## config.mk

```make
export PLATFORM = sky130hd
export DESIGN_NAME = frl_ckpt_ctrl
export DESIGN_NICKNAME = d
export VERILOG_FILES = /design/src/rtl/frl_ckpt_ctrl.sv
export SDC_FILE = /design/constraint.sdc
export NUM_CORES = 1
export LEC_CHECK = 0
export ABC_AREA = 0
export CAP_MARGIN = 20
export CORE_MARGIN = 2
export CORE_UTILIZATION = 57
export CTS_CLUSTER_DIAMETER = 80
export DETAILED_ROUTE_END_ITERATION = 10
export PLACE_DENSITY = 0.81
export SLEW_MARGIN = 20
export SYNTH_ARGS = -nofsm -noshare
export SYNTH_HDL_FRONTEND = slang
export SYNTH_SLANG_ARGS = --single-unit
export TNS_END_PERCENT = 5
```

## constraint.sdc

```tcl
create_clock -name clk -period 5.7 [get_ports clk]
set_input_delay 0.855 -clock clk [delete_from_list [all_inputs] [get_ports clk]]
set_output_delay 0.855 -clock clk [all_outputs]
set_load 0.01 [all_outputs]
```

## src/rtl/frl_ckpt_ctrl.sv

```systemverilog
// Branch checkpoint controller for the free register list: tags branches at dispatch,
// retires them in order, and on a mispredict flushes, restores the FRL head and squashes younger tags.
module frl_ckpt_ctrl #(
    parameter int PTR_WIDTH = 5,
    parameter int NUM_CKPT  = 4,
    parameter int TAG_WIDTH = 2
) (
    input  logic                 clk,
    input  logic                 resetb,
    input  logic                 Dis_BranchDispatch,
    input  logic                 Dis_FrlRead,
    input  logic [PTR_WIDTH-1:0] Frl_HeadPtr,
    input  logic                 Cdb_BranchValid,
    input  logic [TAG_WIDTH-1:0] Cdb_BranchTag,
    input  logic                 Cdb_BranchMispredict,
    output logic                 Ckpt_AllocAck,
    output logic [TAG_WIDTH-1:0] Ckpt_AllocTag,
    output logic                 Ckpt_Full,
    output logic                 Ckpt_Flush,
    output logic [PTR_WIDTH-1:0] Ckpt_RestorePtr,
    output logic [TAG_WIDTH:0]   Ckpt_Count
);
    localparam int CW = TAG_WIDTH + 1;

    logic [CW-1:0]                       head_q, head_d, tail_q, tail_d;
    logic [NUM_CKPT-1:0]                 valid_q, valid_d, resolved_q, resolved_d;
    logic [NUM_CKPT-1:0][PTR_WIDTH-1:0]  ptr_q, ptr_d;
    logic                                flush_q, flush_d;
    logic [PTR_WIDTH-1:0]                restore_q, restore_d;

    logic [TAG_WIDTH-1:0] head_idx, tail_idx, mp_off;
    logic [CW-1:0]        count;
    logic                 full, mp, resolve_ok, retire, ack;

    assign head_idx   = head_q[TAG_WIDTH-1:0];
    assign tail_idx   = tail_q[TAG_WIDTH-1:0];
    assign count      = tail_q - head_q;
    assign full       = (count == CW'(NUM_CKPT));
    assign mp         = Cdb_BranchValid & Cdb_BranchMispredict & valid_q[Cdb_BranchTag] & ~flush_q;
    assign resolve_ok = Cdb_BranchValid & ~Cdb_BranchMispredict & valid_q[Cdb_BranchTag] & ~flush_q;
    // Age of the mispredicted tag relative to head, modulo the slot count.
    assign mp_off     = Cdb_BranchTag - head_idx;
    // A mispredict on the head slot squashes everything, so it cannot also retire.
    assign retire     = valid_q[head_idx] & resolved_q[head_idx] & ~(mp & (mp_off == '0));
    assign ack        = Dis_BranchDispatch & ~full & ~flush_q & ~mp;

    always_comb begin
        logic [TAG_WIDTH-1:0] slot_off;
        slot_off   = '0;
        head_d     = head_q;
        tail_d     = tail_q;
        valid_d    = valid_q;
        resolved_d = resolved_q;
        ptr_d      = ptr_q;
        flush_d    = 1'b0;
        restore_d  = restore_q;

        if (ack) begin
            ptr_d[tail_idx]      = Frl_HeadPtr + PTR_WIDTH'(Dis_FrlRead);
            valid_d[tail_idx]    = 1'b1;
            resolved_d[tail_idx] = 1'b0;
            tail_d               = tail_q + 1'b1;
        end

        if (resolve_ok)
            resolved_d[Cdb_BranchTag] = 1'b1;

        if (retire) begin
            valid_d[head_idx] = 1'b0;
            head_d            = head_q + 1'b1;
        end

        if (mp) begin
            tail_d    = head_q + CW'(mp_off);
            restore_d = ptr_q[Cdb_BranchTag];
            flush_d   = 1'b1;
            // Squash the mispredicted slot and everything younger than it.
            for (int i = 0; i < NUM_CKPT; i++) begin
                slot_off = TAG_WIDTH'(i) - head_idx;
                if (slot_off >= mp_off)
                    valid_d[i] = 1'b0;
            end
        end
    end

    always_ff @(posedge clk) begin
        if (resetb) begin
            head_q     <= '0;
            tail_q     <= '0;
            valid_q    <= '0;
            resolved_q <= '0;
            ptr_q      <= '0;
            flush_q    <= 1'b0;
            restore_q  <= '0;
        end else begin
            head_q     <= head_d;
            tail_q     <= tail_d;
            valid_q    <= valid_d;
            resolved_q <= resolved_d;
            ptr_q      <= ptr_d;
            flush_q    <= flush_d;
            restore_q  <= restore_d;
        end
    end

    assign Ckpt_AllocAck   = ack;
    assign Ckpt_AllocTag   = tail_idx;
    assign Ckpt_Full       = full;
    assign Ckpt_Flush      = flush_q;
    assign Ckpt_RestorePtr = restore_q;
    assign Ckpt_Count      = count;
endmodule

```

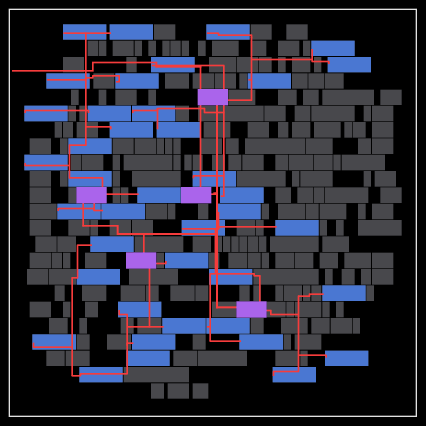
**Above:** run 1 (clock distribution).
Scale: 6 px per um.
- purple: clock drivers (count 5)
- blue: flip-flops (count 40)
- red: clock wires (length 500 um)
- routed clock nets: 6

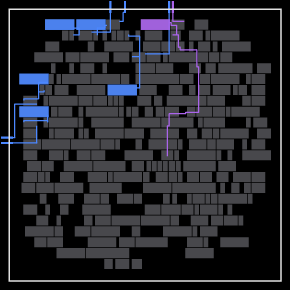
**Above:** run 1 (I/O nets highlighted).
Scale: 4 px per um.
- blue: Ckpt_RestorePtr (direction output; edge 3 north, 2 west; end cells 5; buffers 5; wire 104 um)
- purple: Ckpt_Flush (direction output; edge north; end cells 1; buffers 1; wire 54.8 um)
Port Buffers: 25
io pins: 26

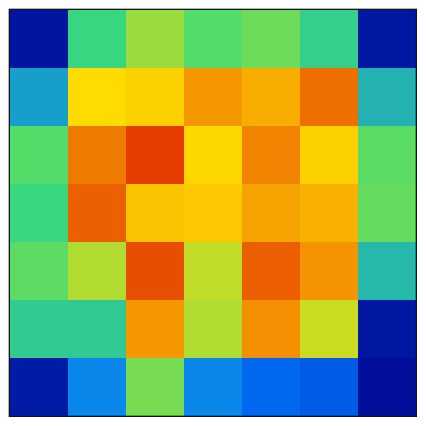
**Above:** run 1 (placement density heat map).
Scale: 6 px per um. 7 x 7 tiles, from dark blue (low) to red (high), 0 to 100% covered.
- emptiest ninth of the die: south-east
- fullest tile: 93%
- densest ninth of the die: centre
- tiles over 75% full: 39%

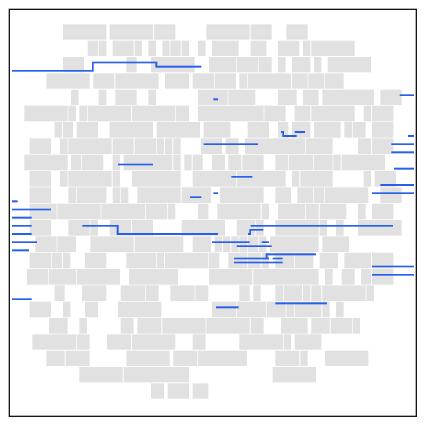
**Above:** run 1 (M3 wires).
Scale: 6 px per um. Cells faint in the background.
- longest straight run: 23.5 um
- share of all routed wire: 4.4%
- wire length on this layer: 218 um
met3 Track Usage GR: 4.50%
via count: 1759
WL final: 4.93 mm

==> changes_impl.md, run 1 <==
## Flow update

* Seq share, synth at 34.7%
* Fin crit share at 72.0%
* Clock Skews at 0.00756 ns
* Worst R2R Setup Slack at 2.95 ns
* Clock transition at the registers of the reported paths at 0.08 ns
* Slew Limit Fails at 0
* Die area at 4570 um^2
* Comb group at 0.114 mW
* Largest net degree at the start of global routing at 28
* Hold_buf cts at 0
* Element type at the critical path start: primary input
* Critical path required time at 4.85 ns
* Fin Hold WS at 0.458 ns
* Fmax at 0.244 GHz
* Chip Area, Yosys at 2300 um^2
* Pwr per Cell Area at 274 nW/um^2
* Clk latency late pin at 0.29 ns
* Post-DP HPWL at 3.55 mm
* H-tree levels at 2
* Highest-power group: clock
* Seq group at 0.303 mW
* Max-cap viol count at 0
* First-pass GRT wire length at 8.24 mm
* DR pass1 iterations at 4
* Antenna violations before repair at 0
* Static Leak at 1.08 nW
* Unrepaired setup endpoints after global routing: no
* Tool warning count at 35
* Average size of a mapped cell at 9.89 um^2
* Synth top area share at 34.7%
* Total GRT Usage at 24.9%
* Setup crit end: Ckpt_AllocAck
* Registers, synthesis at 40
* R2R depth at 7
* Combinational power share at 15.4%
* Row count at 23
* Switching portion of total power at 23.4%
* Setup WS post-layout at 1.60 ns
* CP startpoint: Cdb_BranchTag[0]
* Syn_nets at 265
* Cells in synth_stat.txt at 233
* Worst slew margin at 48.0%
* Crit Path Category: in -> out
* Vias in the first global route at 1668
* Yosys warns at 0
* Layout area overhead at 17.4%
* Grt ovf at 0
* Top cells, area: dfxtp_1 35%, ha_1 8.1%, mux4_2 6.8%, mux2i_1 6.1%, nand2_1 5.5%
* Die Width at 67.6 um
* Fin util at 68.6%
* Seq pwr share at 41.0%
* Clock sinks at 40
* RR Endpoint: ptr_q[13]
* Dpl ws at 1.60 ns
* Clk buf depth at 2
* Minimum clock period at 4.10 ns
* Unique cell types at 41
* Clk power at 0.323 mW
* Antenna violation net count after detailed routing at 0
* Post-CTS Repair Setup Buffers at 0
* Final hold vios at 0
* Via density at 5.82
* Per-cell routed wire length at 16.3 um
* Clock power share at 43.6%
* Int Pwr at 0.567 mW
* Worst Hold Class: reg -> reg
* Worst r2r src: tail_q[0]
* Critical path fanouts, max at 12
* Initial core utilization at 58.5%
* Post-synth design cell area at 2300 um^2
* Post-synth ARST share at 0%
* Ys flop type: dfxtp_1
* Number of diodes at 0
* Share of layout cells above drive strength 1 at 13.9%
* Cts bufs inserted at 5
* Worst setup EP type: output pin
* Setup TNS at 0 ns
* DRC at 0
* Nets at 283
* Die Y-Extent at 67.6 um
* Worst path arrival time at 3.25 ns
* Status: completed
* Core area at 3940 um^2
* Peak VDD IR at 0.000216 V
* Flip-flops with a built-in enable at 0
* CTS tree: yes
* Mapped Cells at 233
* Routability cong. at 0.874
* Largest area contributor in the netlist: dfxtp_1
* Switch Pwr at 0.174 mW
* Detailed Route Iter0 Violations at 153
* # setup viols final at 0
* Worst-margin pin slew at 0.778 ns
* Root Driver: clkbuf_8
* Post-CTS sizing at 0
-- run 1: flip-flops by register name, summed over array words and instances (netlist names) --
signal           flops
valid_q              4
Ckpt_Flush           1
Ckpt_RestorePtr      5
resolved_q           4
head_q               3
ptr_q               20
tail_q               3
-- run 1: metal layers --
metal	vias to the layer above	global-route usage (%)	part of all wire, %
li1	838	-	-
met1	860	31.1	43
met2	55	43.4	51
met3	6	4.50	4.4
met4	0	7.65	1.1
met5	-	0	0
-- run 1: placed cells by master, fill, tap and decap left out, drive strengths merged --
cell and n:
dfxtp 40, nand2 34, clkdlybuf4s50 25, inv 15, ha 15, mux2i 14, nor2b 12, nor2 12
mux2 10, mux4 7, a21oi 6, nand3 6, xor2 5, a211oi 5, clkbuf 5, o21ai 4
fa 4, a31oi 3, nor3 3, a31o 3, a221oi 3, bufinv 3, and2 2, nor4b 2
xnor2 2, and3 2, xor3 1, a21bo 1, a32oi 1, a311oi 1, o311ai 1, nand3b 1
a2111oi 1, a21o 1, nand4 1, buf 1
-- run 1: logic make-up (layout without fill, tap and decap cells) --
group                      Yosys count  count (layout)  share of synthesized area [%]
AOI/OAI and AO/OA                   30              30                           10.3
and+or+nand+nor                     75              75                           16.0
xor gates and xnor gates             8               8                           3.69
muxes                               31              31                           17.8
adders and majority gates           19              19                           11.6
buffers and inverters               30              49                           5.86
DFF                                 40              40                           34.7
-- run 1: cell type report --
class	count	area, um^2
Sequential cell	40	801
Inverter	15	56.3
Clock buffer	5	68.8
Timing Repair Buffer	26	258
Tap cell	50	62.6
Multi-Input combinational cell	163	1370
Clock inverter	3	90.1
Fill cell	309	1240
-- run 1: worst max-delay path, stage by stage --
cell and delay [ns]:
clkdlybuf4s50_1 0.86, mux4_2 0.64, and3_4 0.25, nor2_1 0.10
clkdlybuf4s50_1 0.53
-- run 1: through the flow --
stage               total power [mW]  cell area (um^2)  instances
floorplan                      0.386              2300        233
global placement               0.420              2550        294
detailed placement             0.423              2550        294
CTS                            0.743              2710        302
global route                   0.768              2710        302
finish                         0.741              2710        302
-- run 1: synthesized netlist by cell type, types with 2 or more instances --
library cell,instances
a31oi_1,3
buf_4,3
nor3_1,3
nand2_1,34
mux2_2,9
mux4_2,7
a31o_2,3
dfxtp_1,40
ha_1,15
clkbuf_2,2
mux2i_1,14
xor2_1,5
xnor2_1,2
nand3_1,3
a21oi_1,6
nor4b_1,2
clkbuf_1,6
nor2_1,12
nor2b_1,12
a211oi_1,5
inv_1,15
nand3_2,3
fa_1,4
buf_1,2
o21ai_0,4
a221oi_1,3
and2_1,2
-- run 1: worst min-delay path by stage --
stage,startpoint,end,cells past startpoint
after floorplan,ptr_q[10],ptr_q[10],2
after global placement,ptr_q[1],ptr_q[1],2
after detailed placement,Ckpt_RestorePtr[1],Ckpt_RestorePtr[1],2
after CTS,Ckpt_RestorePtr[1],Ckpt_RestorePtr[1],2
after global routing,ptr_q[10],ptr_q[10],2
final,Ckpt_RestorePtr[0],Ckpt_RestorePtr[0],2
**Run 1: track usage over the die**

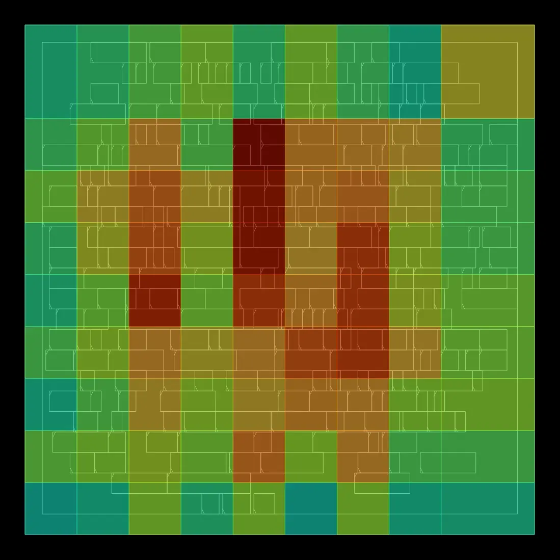

==> run 2, diff against run 1 <==
--- a/config.mk
+++ b/config.mk
@@ -8,10 +8,10 @@
 export ABC_AREA = 0
 export CAP_MARGIN = 20
 export CORE_MARGIN = 2
-export CORE_UTILIZATION = 57
+export CORE_UTILIZATION = 50
 export CTS_CLUSTER_DIAMETER = 80
 export DETAILED_ROUTE_END_ITERATION = 10
-export PLACE_DENSITY = 0.81
+export PLACE_DENSITY = 0.75
 export SLEW_MARGIN = 20
 export SYNTH_ARGS = -nofsm -noshare
 export SYNTH_HDL_FRONTEND = slang
==> constraint.sdc (replaced) <==
create_clock -name clk -period 3.7 [get_ports clk]
set_input_delay 0.555 -clock clk [delete_from_list [all_inputs] [get_ports clk]]
set_output_delay 0.555 -clock clk [all_outputs]
set_load 0.01 [all_outputs]
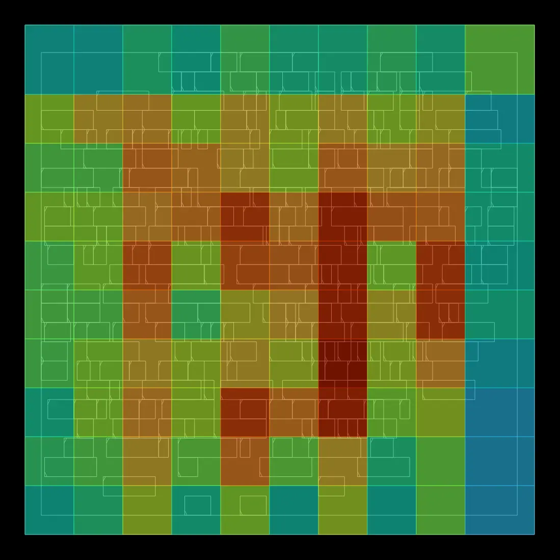
**Above:** run 2 (track usage over the die).
met3 Track Usage GR: 4.31%
met2 usage: 38.4%
per-cell routed wire length: 16.9 um
Total GRT Usage: 22.1%

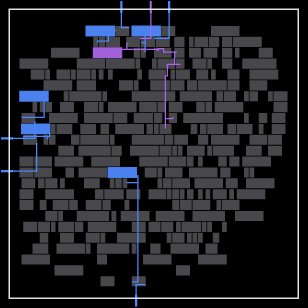
**Above:** run 2 (I/O nets highlighted).
Scale: 4 px per um.
- purple: Ckpt_Flush (direction output; edge north; end cells 1; buffers 1; wire 51.8 um)
- blue: Ckpt_RestorePtr (direction output; edge 2 west, 2 north, 1 south; end cells 5; buffers 5; wire 113 um)

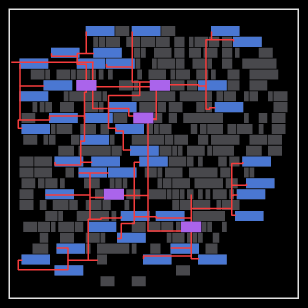
**Above:** run 2 (clock distribution).
Scale: 4 px per um.
- red: clock wires (length 523 um)
- blue: flip-flops (count 40)
- purple: clock drivers (count 5)
- routed clock nets: 6
clock power share: 36.0%
Clock Skews: 0.00794 ns

==> run 2 against run 1 <==
Compared with the run above: synthesized cell count is the same; hold slack improved by 0.0013 ns; die size is 13% higher; final cell count grew 2.0%; sequential power grew 54%; worst setup slack got worse by 1.1 ns; critical endpoint unchanged; clock-buffer cell count is the same.
==> changes_impl.md, run 2 <==
## Flow update

* Status: completed
* Seq share, synth at 34.7%
* Pwr per Cell Area at 376 nW/um^2
* Fin Hold WS at 0.460 ns
* Hold Path Stages at 2
* Registers, synthesis at 40
* Most frequent cell after synthesis: dfxtp_1
* Grt ovf at 0
* Antenna violations before repair at 0
* Post-synth design cell area at 2300 um^2
* Tool warning count at 35
* Average size of a mapped cell at 9.89 um^2
* Hold_buf cts at 0
* Unrepaired setup endpoints after global routing: no
* Cts bufs inserted at 5
* Worst Hold Class: reg -> reg
* Setup TNS at 0 ns
* Fin crit share at 87.7%
* Worst-margin pin slew at 0.766 ns
* Element type at the critical path start: primary input
* Port Buffers at 25
* Most frequent cells in the layout: 40 x dfxtp_1, 34 x nand2_1, 25 x clkdlybuf4s50_1
* Die area at 5170 um^2
* Crit Path Category: in -> out
* Row count at 24
* Post-CTS Repair Setup Buffers at 0
* Syn_nets at 265
* Initial core utilization at 52.6%
* Synth top area share at 34.7%
* Design area at 2690 um^2
* Max FFs per register at 20
* Ys flop type: dfxtp_1
* Flip-flops with a built-in enable at 0
* Vias in the first global route at 1787
* Cell repeated most along the worst path: clkdlybuf4s50_1
* Minimum clock period at 3.25 ns
* Worst slew margin at 48.9%
* CP Cell Sequence: clkdlybuf4s50_1, mux4_2, and3_4, nor2_1, clkdlybuf4s50_1
* Top logic cell by instance count in the layout: dfxtp_1
* Worst path arrival time at 2.69 ns
* Reg with most FFs: ptr_q
* Sequential cell area at 801 um^2
* DR pass1 iterations at 4
* Core area at 4380 um^2
* R2R depth at 7
* Post-CTS sizing at 0
* Number of diodes at 0
* Fmax at 0.308 GHz
* Die Y-Extent at 71.9 um
* Detailed Route Iter0 Violations at 138
* Cells in synth_stat.txt at 233
* Post-synth ARST share at 0%
* # setup viols final at 0
* Slew Limit Fails at 0
* Largest area contributor in the netlist: dfxtp_1
* Clk buf depth at 2
* H-tree levels at 2
* Largest net degree at the start of global routing at 24
* Top cells by count: 40 x dfxtp_1, 34 x nand2_1, 15 x ha_1, 15 x inv_1, 14 x mux2i_1
* Area after DPL at 2580 um^2
* Final hold vios at 0
* Layout area overhead at 16.7%
* Via density at 5.57
## run 2: cell counts after synthesis
Identical to the previous run, type by type.
## run 2: area by class of cell
cell class,count,share of cell area (%)
multi-input combinational,163,50.9
sequential,40,29.8
timing repair buffer,30,10.7
clock buffer,5,2.56
tap,52,2.42
inverter,15,2.09
clock inverter,3,1.58
## run 2: final timing paths
kind                                      endpoint  slack [ns]
worst max-delay path                 Ckpt_AllocAck        0.45
worst min-delay path            Ckpt_RestorePtr[1]        0.46
worst max register to register           ptr_q[14]        0.97
worst min register to register  Ckpt_RestorePtr[1]        0.46
## run 2: through the flow
stage	worst slack, ns	power (mW)	std cells
after floorplan	1.08	0.594	233
after global placement	0.478	0.652	300
after detailed placement	0.442	0.656	300
after CTS	0.452	1.02	308
after global routing	0.346	1.05	308
final	0.454	1.01	308
## run 2: logic make-up after synthesis
group | synth area share, %
flops | 34.7
fa+ha+maj | 11.6
simple gates | 16.0
buf+inv | 5.86
compound gates | 10.3
xor+xnor | 3.69
mux | 17.8
## run 2: critical path, delay by kind of cell
family | cells | cell delay (ns)
buffers and inverters | 2 | 1.16
multiplexers | 1 | 0.61
AND/OR/NAND/NOR | 2 | 0.36
## run 2: report_power, final
| group | total [mW] | switching (mW) | internal, mW |
|---|---|---|---|
| Sequential | 0.468 | 0.0165 | 0.452 |
| Clock | 0.364 | 0.165 | 0.200 |
| Combinational | 0.180 | 0.0937 | 0.0862 |
## run 2: routing by layer
metal,part of all wire [%],track usage [%]
met3,3.6,4.31
met4,1.4,6.29
met1,46,28.2
met5,0,0
met2,49,38.4
No activity file was given, so power comes from the tool's default toggle rates.
